Figure 1. Cell outlines without signal wires (run 1).
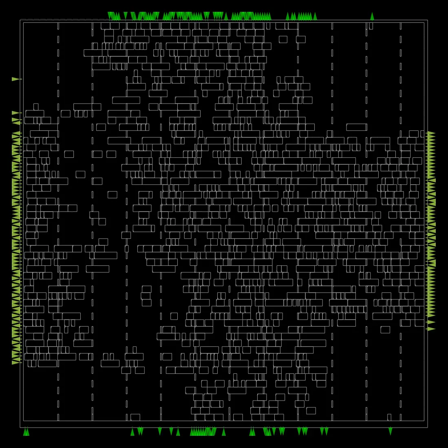
Figure 2. PDN straps and rails (run 1).
Scale bar: 50 um. Pins as bars on the die edge. Tap cells in grey.
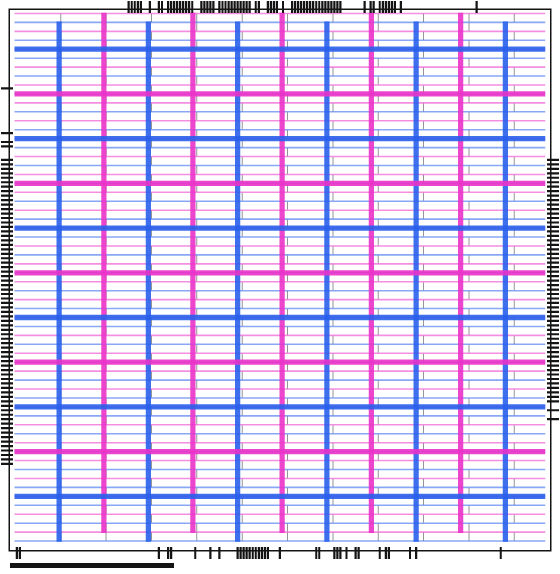
Figure 3. Placed cells, one colour a class (run 1).
Fill, decap, tap and diode cells in grey.
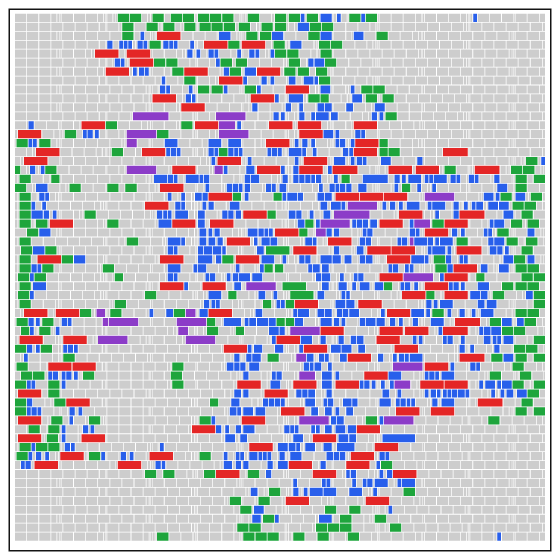
Figure 4. Wiring heat map (run 1).
33 x 33 tiles, from dark blue (low) to red (high), scaled to the fullest tile. Values are wire area over tile area, all layers added.
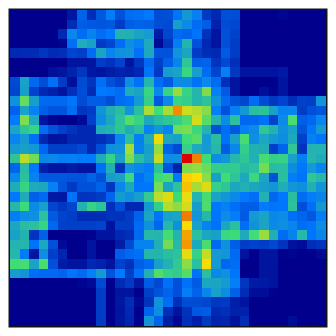
### config.mk
export PLATFORM = sky130hd
export DESIGN_NAME = instr_fetch_unit
export DESIGN_NICKNAME = d
export VERILOG_FILES = /design/src/rtl/instr_fetch_unit.sv
export SDC_FILE = /design/constraint.sdc
export NUM_CORES = 1
export LEC_CHECK = 0
export CAP_MARGIN = 20
export CORE_UTILIZATION = 25
export DETAILED_ROUTE_END_ITERATION = 16
export SKIP_LAST_GASP = 1
export SLEW_MARGIN = 20
export SYNTH_ARGS = -nofsm -noshare
export SYNTH_HDL_FRONTEND = slang
export SYNTH_SLANG_ARGS = --single-unit
### constraint.sdc
create_clock -name clk -period 3.25 [get_ports clk]
set_input_delay 0.325 -clock clk [delete_from_list [all_inputs] [get_ports clk]]
set_output_delay 0.325 -clock clk [all_outputs]
set_load 0.01 [all_outputs]
### src/rtl/instr_fetch_unit.sv
// Instruction fetch stage: PC register, req/ack instruction memory reader and valid/ready presenter.
// Define FETCH_PREFETCH_EN to add a one-entry prefetch buffer for 1 instruction/cycle throughput.
module instr_fetch_unit #(
    parameter logic [31:0] RESET_PC = 32'h0000_0000
) (
    input  logic        clk,
    input  logic        rst,
    output logic        imem_req,
    output logic [31:0] imem_addr,
    input  logic        imem_ack,
    input  logic [31:0] imem_rdata,
    output logic [31:0] instr,
    output logic [5:0]  opcode,
    output logic [31:0] pc_out,
    output logic [31:0] pc_plus4,
    output logic        instr_valid,
    input  logic        instr_ready,
    input  logic        branch_taken,
    input  logic [31:0] branch_target,
    input  logic        jump,
    input  logic [25:0] jump_index
);
    typedef enum logic [1:0] {IDLE, FETCH, HOLD, DRAIN} state_t;

    state_t      state_reg, state_next;
    logic [31:0] pc_reg, pc_next;
    logic [31:0] last_pc4_reg, last_pc4_next;
    logic [31:0] instr_reg, instr_next;
    logic [31:0] pc_out_reg, pc_out_next;
    logic [31:0] drain_addr_reg, drain_addr_next;

    logic        redirect, transfer;
    logic [31:0] last_pc4_eff, target;

`ifdef FETCH_PREFETCH_EN
    logic        buf_valid_reg, buf_valid_next;
    logic [31:0] buf_data_reg, buf_data_next;
    logic [31:0] buf_pc_reg, buf_pc_next;
    logic        pf_req;
    assign pf_req = (state_reg == HOLD) && !buf_valid_reg;
`endif

    assign redirect     = branch_taken | jump;
    assign transfer     = (state_reg == HOLD) && instr_ready;
    // A jump accepted alongside a transfer forms its region from the word just delivered.
    assign last_pc4_eff = transfer ? (pc_out_reg + 32'd4) : last_pc4_reg;
    assign target       = branch_taken ? {branch_target[31:2], 2'b00}
                                       : {last_pc4_eff[31:28], jump_index, 2'b00};

`ifdef FETCH_PREFETCH_EN
    assign imem_req = (state_reg == FETCH) || (state_reg == DRAIN) || pf_req;
`else
    assign imem_req = (state_reg == FETCH) || (state_reg == DRAIN);
`endif
    assign imem_addr   = (state_reg == DRAIN) ? drain_addr_reg : pc_reg;
    assign instr       = instr_reg;
    assign opcode      = instr_reg[31:26];
    assign pc_out      = pc_out_reg;
    assign pc_plus4    = pc_out_reg + 32'd4;
    assign instr_valid = (state_reg == HOLD);

    always_comb begin
        state_next      = state_reg;
        pc_next         = pc_reg;
        last_pc4_next   = last_pc4_reg;
        instr_next      = instr_reg;
        pc_out_next     = pc_out_reg;
        drain_addr_next = drain_addr_reg;
`ifdef FETCH_PREFETCH_EN
        buf_valid_next  = buf_valid_reg;
        buf_data_next   = buf_data_reg;
        buf_pc_next     = buf_pc_reg;
`endif
        if (transfer)
            last_pc4_next = pc_out_reg + 32'd4;

        case (state_reg)
            IDLE: begin
                state_next = FETCH;
                if (redirect)
                    pc_next = target;
            end
            FETCH: begin
                if (redirect) begin
                    pc_next = target;
                    if (!imem_ack) begin
                        drain_addr_next = pc_reg;
                        state_next      = DRAIN;
                    end
                end else if (imem_ack) begin
                    instr_next  = imem_rdata;
                    pc_out_next = pc_reg;
                    pc_next     = pc_reg + 32'd4;
                    state_next  = HOLD;
                end
            end
            DRAIN: begin
                if (redirect)
                    pc_next = target;
                if (imem_ack)
                    state_next = FETCH;
            end
            HOLD: begin
`ifdef FETCH_PREFETCH_EN
                if (redirect) begin
                    pc_next        = target;
                    buf_valid_next = 1'b0;
                    if (pf_req && !imem_ack) begin
                        drain_addr_next = pc_reg;
                        state_next      = DRAIN;
                    end else begin
                        state_next = FETCH;
                    end
                end else if (transfer) begin
                    if (buf_valid_reg) begin
                        instr_next     = buf_data_reg;
                        pc_out_next    = buf_pc_reg;
                        buf_valid_next = 1'b0;
                    end else if (imem_ack) begin
                        instr_next  = imem_rdata;
                        pc_out_next = pc_reg;
                        pc_next     = pc_reg + 32'd4;
                    end else begin
                        // Prefetch still pending: FETCH keeps the same request alive.
                        state_next = FETCH;
                    end
                end else if (pf_req && imem_ack) begin
                    buf_valid_next = 1'b1;
                    buf_data_next  = imem_rdata;
                    buf_pc_next    = pc_reg;
                    pc_next        = pc_reg + 32'd4;
                end
`else
                if (redirect) begin
                    pc_next    = target;
                    state_next = FETCH;
                end else if (transfer) begin
                    state_next = FETCH;
                end
`endif
            end
            default: state_next = IDLE;
        endcase
    end

    always_ff @(posedge clk) begin
        if (rst) begin
            state_reg      <= IDLE;
            pc_reg         <= RESET_PC;
            last_pc4_reg   <= RESET_PC + 32'd4;
            instr_reg      <= 32'd0;
            pc_out_reg     <= RESET_PC;
            drain_addr_reg <= RESET_PC;
`ifdef FETCH_PREFETCH_EN
            buf_valid_reg  <= 1'b0;
            buf_data_reg   <= 32'd0;
            buf_pc_reg     <= RESET_PC;
`endif
        end else begin
            state_reg      <= state_next;
            pc_reg         <= pc_next;
            last_pc4_reg   <= last_pc4_next;
            instr_reg      <= instr_next;
            pc_out_reg     <= pc_out_next;
            drain_addr_reg <= drain_addr_next;
`ifdef FETCH_PREFETCH_EN
            buf_valid_reg  <= buf_valid_next;
            buf_data_reg   <= buf_data_next;
            buf_pc_reg     <= buf_pc_next;
`endif
        end
    end
endmodule

==> flow_metrics.py, run 1 <==
# Flow results
metrics = {
    "placement": {
        "gp_congestion": 0.8226,
        "dp_cells": 1374,
        "io_buffer_count": 223,
    },
    "timing": {
        "worstMarginPinSlew_ps": 778.7,
        "layout_worst_path_cycle_share_pct": 97.97,
        "period_minus_slack_ps": 3184,
        "relSlewSlack_pct": 48.09,
        "totalNegativeSetupSlack_ps": 0,
        "worst_slack_ps": 66.05,
    },
    "cells_and_area": {
        "largest_register_ff_count": 32,
        "clock_tree_area_fraction_pct": 6.199,
        "top_area_cell_class": "combinational gates",
        "layout_top_cell_excl_fill_tap": "sky130_fd_sc_hd__nand2_1",
        "sh_comb_area_pct": 37.59,
        "antenna_cells": 0,
        "final-seq-area_mm2": 0.002574,
    },
    "yosys": {
        "netlist.top_cell.by_instances": "sky130_fd_sc_hd__nand2_1",
        "postSynth.asyncResetShare_pct": 0,
        "ys_top_cells_by_count": "sky130_fd_sc_hd__nand2_1, sky130_fd_sc_hd__dfxtp_1, sky130_fd_sc_hd__a21oi_1",
        "synth-edff-count": 0,
        "yosys_area_mm2": 0.006581,
        "syn_area_mm2": 0.006581,
        "synthMuxAreaShare_pct": 8.213,
        "adder_cell_area_share_of_the_yosys_netlist_pct": 0.3802,
        "yosys-stat-cells": 864,
        "yosysTopAreaCell": "sky130_fd_sc_hd__dfxtp_1",
        "synth-warning-count": 0,
        "top_cells_by_area": "sky130_fd_sc_hd__dfxtp_1, sky130_fd_sc_hd__nand2_1, sky130_fd_sc_hd__a21oi_1",
    },
    "route": {
        "wl_met2_um": 10540,
        "vias_per_cell": 4.849,
        "drt-wirelength-per-cell_um": 16.78,
        "drc": 0,
    },
    "global_route": {
        "grt_pass1_vias": 6212,
        "global_route.usage.met2_pct": 26.75,
    },
    "power": {
        "power_top_consumer": "clock",
        "cellPowerDensity_mw_per_mm2": 434.1,
        "power_report.internal_total_mw": 3.150,
    },
    "hold_path": {
        "hold_path.class": "input port to flip-flop",
        "hold-path-endpoint": "instr[16]",
    },
    "clock_network": {
        "cts.root.buffer_cell": "sky130_fd_sc_hd__clkbuf_16",
        "cts_setup_buffers": 0,
        "tritoncts_clock_tree": "done",
        "cts.path.max_buffers": 2,
        "hold_buffers": 0,
        "ctsResizeCount": 6,
        "tritoncts_num_sinks": 128,
    },
    "run_status": {
        "run_status": "completed",
    },
    "setup_path": {
        "max_stage_delay_ps": 610,
        "crit_slowest_cell": "sky130_fd_sc_hd__or4_4",
        "critical_path_peak_fanout": 8,
        "r2r_cells": 6,
    },
    "run": {
        "openroad.warnings": 30,
    },
}
Back to the opening pictures, Figure 1:
tap cells: 335
site row count: 59
Core Area: 0.02591 mm^2
flip-flop and latch count: 128
final cell count without fillers: 1407

Back to the opening pictures, Figure 2:
[magenta] VDD
[blue] VSS
signal pins: 232
met4 straps: 11
met1 rails: 60
met5 straps: 11
rows: 59
overall die height: 164.3 um
horizontal die dimension: 164.3 um
peak supply drop: 0.3177 mV

Back to the opening pictures, Figure 3:
[red] sequential cells | cells: 128
[purple] clock drivers and dummy loads | cells: 32
[green] remaining buffers and delay cells | cells: 252
[blue] combinational and other logic | cells: 660
cell area after layout: 0.009809 mm^2
fraction of standard cell area that is sequential: 26.24%
Layout Utilization: 37.86%

Back to the opening pictures, Figure 4:
fullest tile: 0.68
emptiest ninth of the die: north-east
densest ninth of the die: centre
mean over tiles: 0.15
nearly empty tiles: 21%
tiles over half the peak: 6.5%
total wire length: 23610 um
total global routing track utilization: 17.46%

==> run 1 -> run 2 <==
clock period = 2.6 ns   (was 3.25 ns; I/O delays follow)
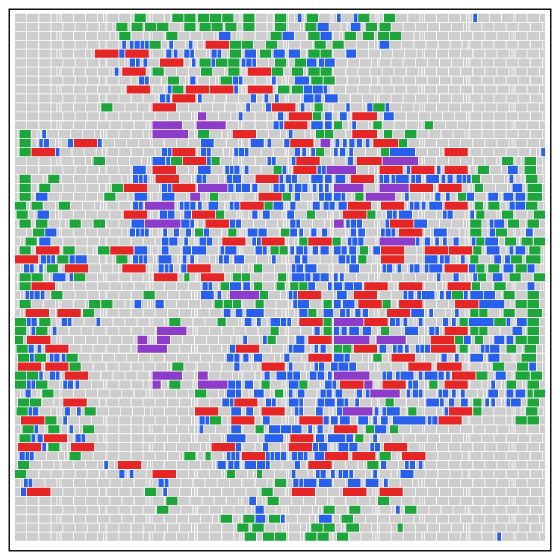
Figure 5: run 2, placed cells, one colour a class.
Fill, decap, tap and diode cells in grey.
[purple] clock drivers and dummy loads | cells: 32
[red] sequential cells | cells: 128
[green] remaining buffers and delay cells | cells: 310
[blue] combinational and other logic | cells: 660
fraction of standard cell area that is sequential: 24.84%
cell area after layout: 0.01035 mm^2
Layout Utilization: 39.95%

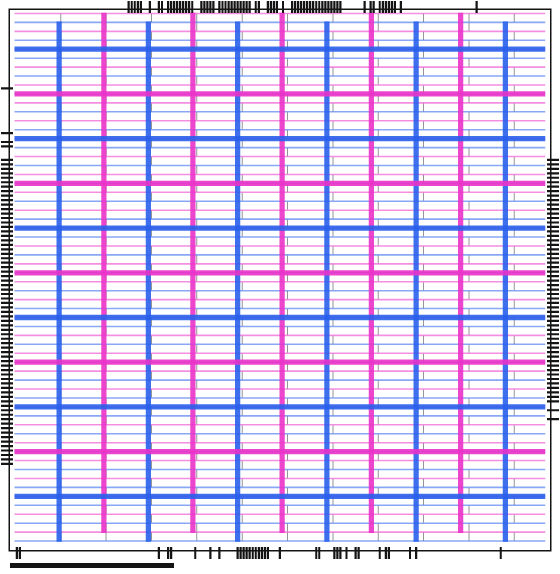
Figure 6: run 2, PDN straps and rails.
Scale bar: 50 um. Pins as bars on the die edge. Tap cells in grey.
[magenta] VDD
[blue] VSS
met1 rails: 60
tap cells: 335
met5 straps: 11
signal pins: 232
rows: 59
peak supply drop: 0.4536 mV

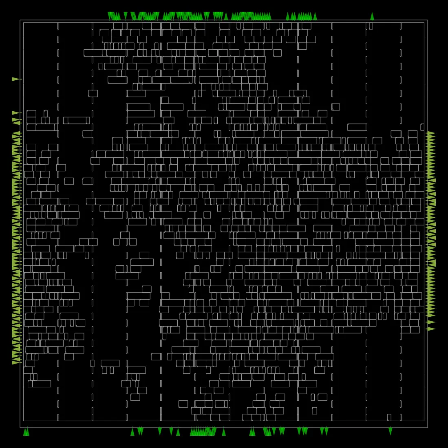
Figure 7: run 2, cell outlines without signal wires.
final cell count without fillers: 1465
fill cell instance count of the final layout: 2639

==> flow_metrics.py, run 2 <==
# Flow results
metrics = {
    "run_status": {
        "run_status": "finished with violations",
        "violations": "negative setup slack",
    },
    "cells_and_area": {
        "sh_comb_area_pct": 36.37,
        "largest_register_ff_count": 32,
        "final-seq-area_mm2": 0.002571,
        "layout_top_cell_excl_fill_tap": "sky130_fd_sc_hd__nand2_1",
        "clock_tree_area_fraction_pct": 6.600,
        "ff_count": 128,
        "top_area_cell_class": "combinational gates",
    },
    "global_route": {
        "total_global_routing_track_utilization_pct": 17.79,
        "global_route.usage.met2_pct": 28.27,
    },
    "yosys": {
        "synthMuxAreaShare_pct": 8.213,
        "top_cells_by_area": "sky130_fd_sc_hd__dfxtp_1, sky130_fd_sc_hd__nand2_1, sky130_fd_sc_hd__a21oi_1",
        "netlist.top_cell.by_instances": "sky130_fd_sc_hd__nand2_1",
        "synth-warning-count": 0,
        "ys_top_cells_by_count": "sky130_fd_sc_hd__nand2_1, sky130_fd_sc_hd__dfxtp_1, sky130_fd_sc_hd__a21oi_1",
        "yosysTopAreaCell": "sky130_fd_sc_hd__dfxtp_1",
        "adder_cell_area_share_of_the_yosys_netlist_pct": 0.3802,
        "yosys-stat-cells": 864,
        "syn_area_mm2": 0.006581,
        "postSynth.asyncResetShare_pct": 0,
        "synth-edff-count": 0,
    },
    "die": {
        "die_w_um": 164.3,
        "die_height_um": 164.3,
        "taps": 335,
        "core_region_area_mm2": 0.02591,
        "placement_rows": 59,
    },
    "clock_network": {
        "cts.path.max_buffers": 2,
        "hold_buffers": 0,
        "tritoncts_clock_tree": "done",
        "tritoncts_num_sinks": 128,
        "cts.root.buffer_cell": "sky130_fd_sc_hd__clkbuf_16",
        "cts_setup_buffers": 5,
        "ctsResizeCount": 34,
    },
    "setup_path": {
        "critical_path_peak_fanout": 3,
        "max_stage_delay_ps": 600,
        "crit_slowest_cell": "sky130_fd_sc_hd__or4_4",
        "r2r_cells": 7,
    },
    "timing": {
        "period_minus_slack_ps": 2659,
        "timing.final.setup_violations": 1,
        "max_freq_ghz": 0.3761,
        "layout_worst_path_cycle_share_pct": 102.3,
        "totalNegativeSetupSlack_ps": -58.64,
        "relSlewSlack_pct": 54.72,
        "worst_clock_skew_ps": 6.563,
        "worst_slack_ps": -58.64,
        "worstMarginPinSlew_ps": 679.2,
    },
    "power": {
        "power_report.internal_total_mw": 4.254,
        "net-switching-power_mw": 1.407,
        "power_top_consumer": "clock",
        "cellPowerDensity_mw_per_mm2": 546.9,
    },
    "hold_path": {
        "hold_path.class": "input port to flip-flop",
        "hold-path-endpoint": "instr[31]",
    },
    "route": {
        "m1WireLength_um": 10710,
        "drc": 0,
        "wl_met2_um": 11050,
        "drt_wl_total_um": 24010,
    },
    "run": {
        "openroad.warnings": 30,
    },
    "placement": {
        "io_buffer_count": 223,
        "gp_congestion": 0.8528,
    },
}
==> run 2 -> run 3 <==
SKIP_CTS_REPAIR_TIMING = 1   (was unset)
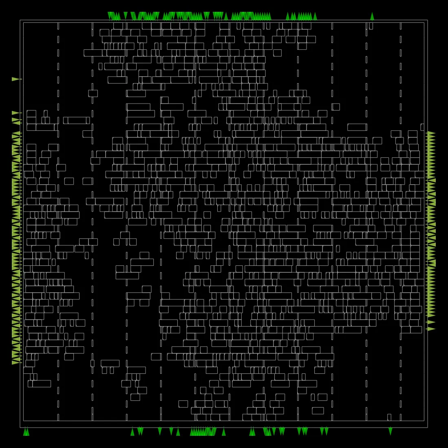
Figure 8: run 3, cell outlines without signal wires.
fraction of standard cell area that is sequential: 24.87%
fill cell instance count of the final layout: 2632
Layout Utilization: 39.86%
final cell count without fillers: 1460

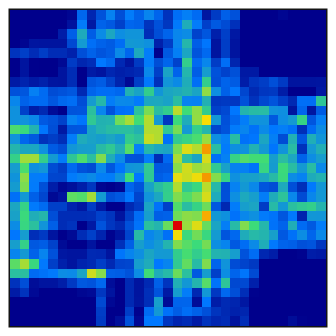
Figure 9: run 3, wiring heat map.
33 x 33 tiles, from dark blue (low) to red (high), scaled to the fullest tile. Values are wire area over tile area, all layers added.
nearly empty tiles: 19%
mean over tiles: 0.15
fullest tile: 0.66
emptiest ninth of the die: north-east
tiles over half the peak: 7.6%
routed len/inst: 16.36 um
total vias in the final route: 6986
total wire length: 23880 um
total global routing track utilization: 17.64%

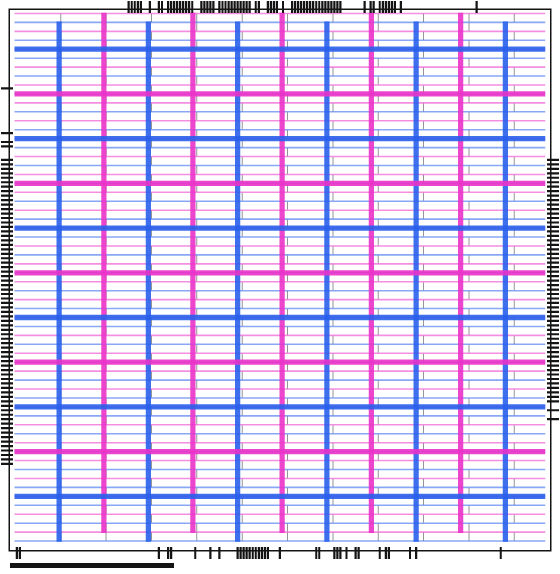
Figure 10: run 3, PDN straps and rails.
Scale bar: 50 um. Pins as bars on the die edge. Tap cells in grey.
[blue] VSS
[magenta] VDD
met5 straps: 11
met4 straps: 11
rows: 59
tap cells: 335
met1 rails: 60
peak supply drop: 0.4526 mV

==> flow_metrics.py, run 3 <==
# Flow results
metrics = {
    "run_status": {
        "run_status": "finished with violations",
        "violations": "negative setup slack",
    },
    "cells_and_area": {
        "final_area_mm2": 0.01033,
        "final-seq-area_mm2": 0.002569,
        "non_clock_inverter_count": 11,
        "largest_register_ff_count": 32,
        "num-multi-input-gates": 649,
        "layout_top_cell_excl_fill_tap": "sky130_fd_sc_hd__nand2_1",
        "ff_count": 128,
        "clock_tree_area_fraction_pct": 6.615,
        "top_area_cell_class": "combinational gates",
        "sh_comb_area_pct": 36.31,
    },
    "timing": {
        "period_minus_slack_ps": 2810,
        "relSlewSlack_pct": 54.89,
        "worstMarginPinSlew_ps": 676.6,
        "totalNegativeSetupSlack_ps": -435.7,
        "worst_clock_skew_ps": 6.796,
        "layout_worst_path_cycle_share_pct": 108.1,
        "worst_slack_ps": -209.6,
        "max_freq_ghz": 0.3559,
        "final_hold_viol_count": 0,
        "timing.final.setup_violations": 4,
    },
    "yosys": {
        "top_cells_by_area": "sky130_fd_sc_hd__dfxtp_1, sky130_fd_sc_hd__nand2_1, sky130_fd_sc_hd__a21oi_1",
        "synth_flops": 128,
        "syn_area_mm2": 0.006581,
        "adder_cell_area_share_of_the_yosys_netlist_pct": 0.3802,
        "synth-warning-count": 0,
        "netlist.top_cell.by_instances": "sky130_fd_sc_hd__nand2_1",
        "ys_top_cells_by_count": "sky130_fd_sc_hd__nand2_1, sky130_fd_sc_hd__dfxtp_1, sky130_fd_sc_hd__a21oi_1",
        "postSynth.asyncResetShare_pct": 0,
        "yosys-stat-cells": 864,
        "yosys_most_used_dff": "sky130_fd_sc_hd__dfxtp_1",
        "synthMuxAreaShare_pct": 8.213,
        "yosysTopAreaCell": "sky130_fd_sc_hd__dfxtp_1",
        "synth-edff-count": 0,
        "seq_area_frac_synth_pct": 38.94,
        "top_cell_area_share_pct": 38.94,
        "yosys_area_mm2": 0.006581,
        "synth.cellmix.compoundShare_pct": 16.94,
    },
    "die": {
        "die_w_um": 164.3,
        "placement_rows": 59,
        "core_region_area_mm2": 0.02591,
        "die_height_um": 164.3,
        "taps": 335,
    },
    "placement": {
        "io_buffer_count": 223,
        "dp_slack_ps": 4.315,
        "gp_congestion": 0.8528,
    },
    "clock_network": {
        "cts.path.max_buffers": 2,
        "cts.root.buffer_cell": "sky130_fd_sc_hd__clkbuf_16",
        "tritoncts_num_sinks": 128,
        "htreeDepth": 4,
        "tritoncts_clock_tree": "done",
    },
    "setup_path": {
        "timing_worst_setup_path_type": "flip-flop to output port",
        "max_stage_delay_ps": 580,
        "ff2ff_setup_slack_ps": 310,
        "r2r_cells": 7,
        "crit_slowest_cell": "sky130_fd_sc_hd__clkdlybuf4s50_1",
        "critical_path_required_ps": 2340,
        "worst_setup_path_endpoint": "pc_plus4[31]",
        "timing.critical_path.max_delay_family": "buffers and inverters",
        "critical_path_peak_fanout": 3,
    },
    "hold_path": {
        "hold-path-endpoint": "instr[31]",
        "hold_path.class": "input port to flip-flop",
    },
    "global_route": {
        "grt_use_met3_pct": 5.455,
        "global_route.usage.met2_pct": 27.85,
    },
    "power": {
        "power_report.internal_total_mw": 4.255,
        "power_top_consumer": "clock",
        "cellPowerDensity_mw_per_mm2": 548.2,
        "p_seq_share_pct": 37.0,
        "net-switching-power_mw": 1.407,
        "seq_pwr_mw": 2.10,
    },
    "route": {
        "met3_wirelength_um": 1835,
        "m1WireLength_um": 10680,
        "drc": 0,
    },
    "run": {
        "openroad.warnings": 29,
    },
}
Power figures rest on the tool's default switching activity, not on a simulated workload.
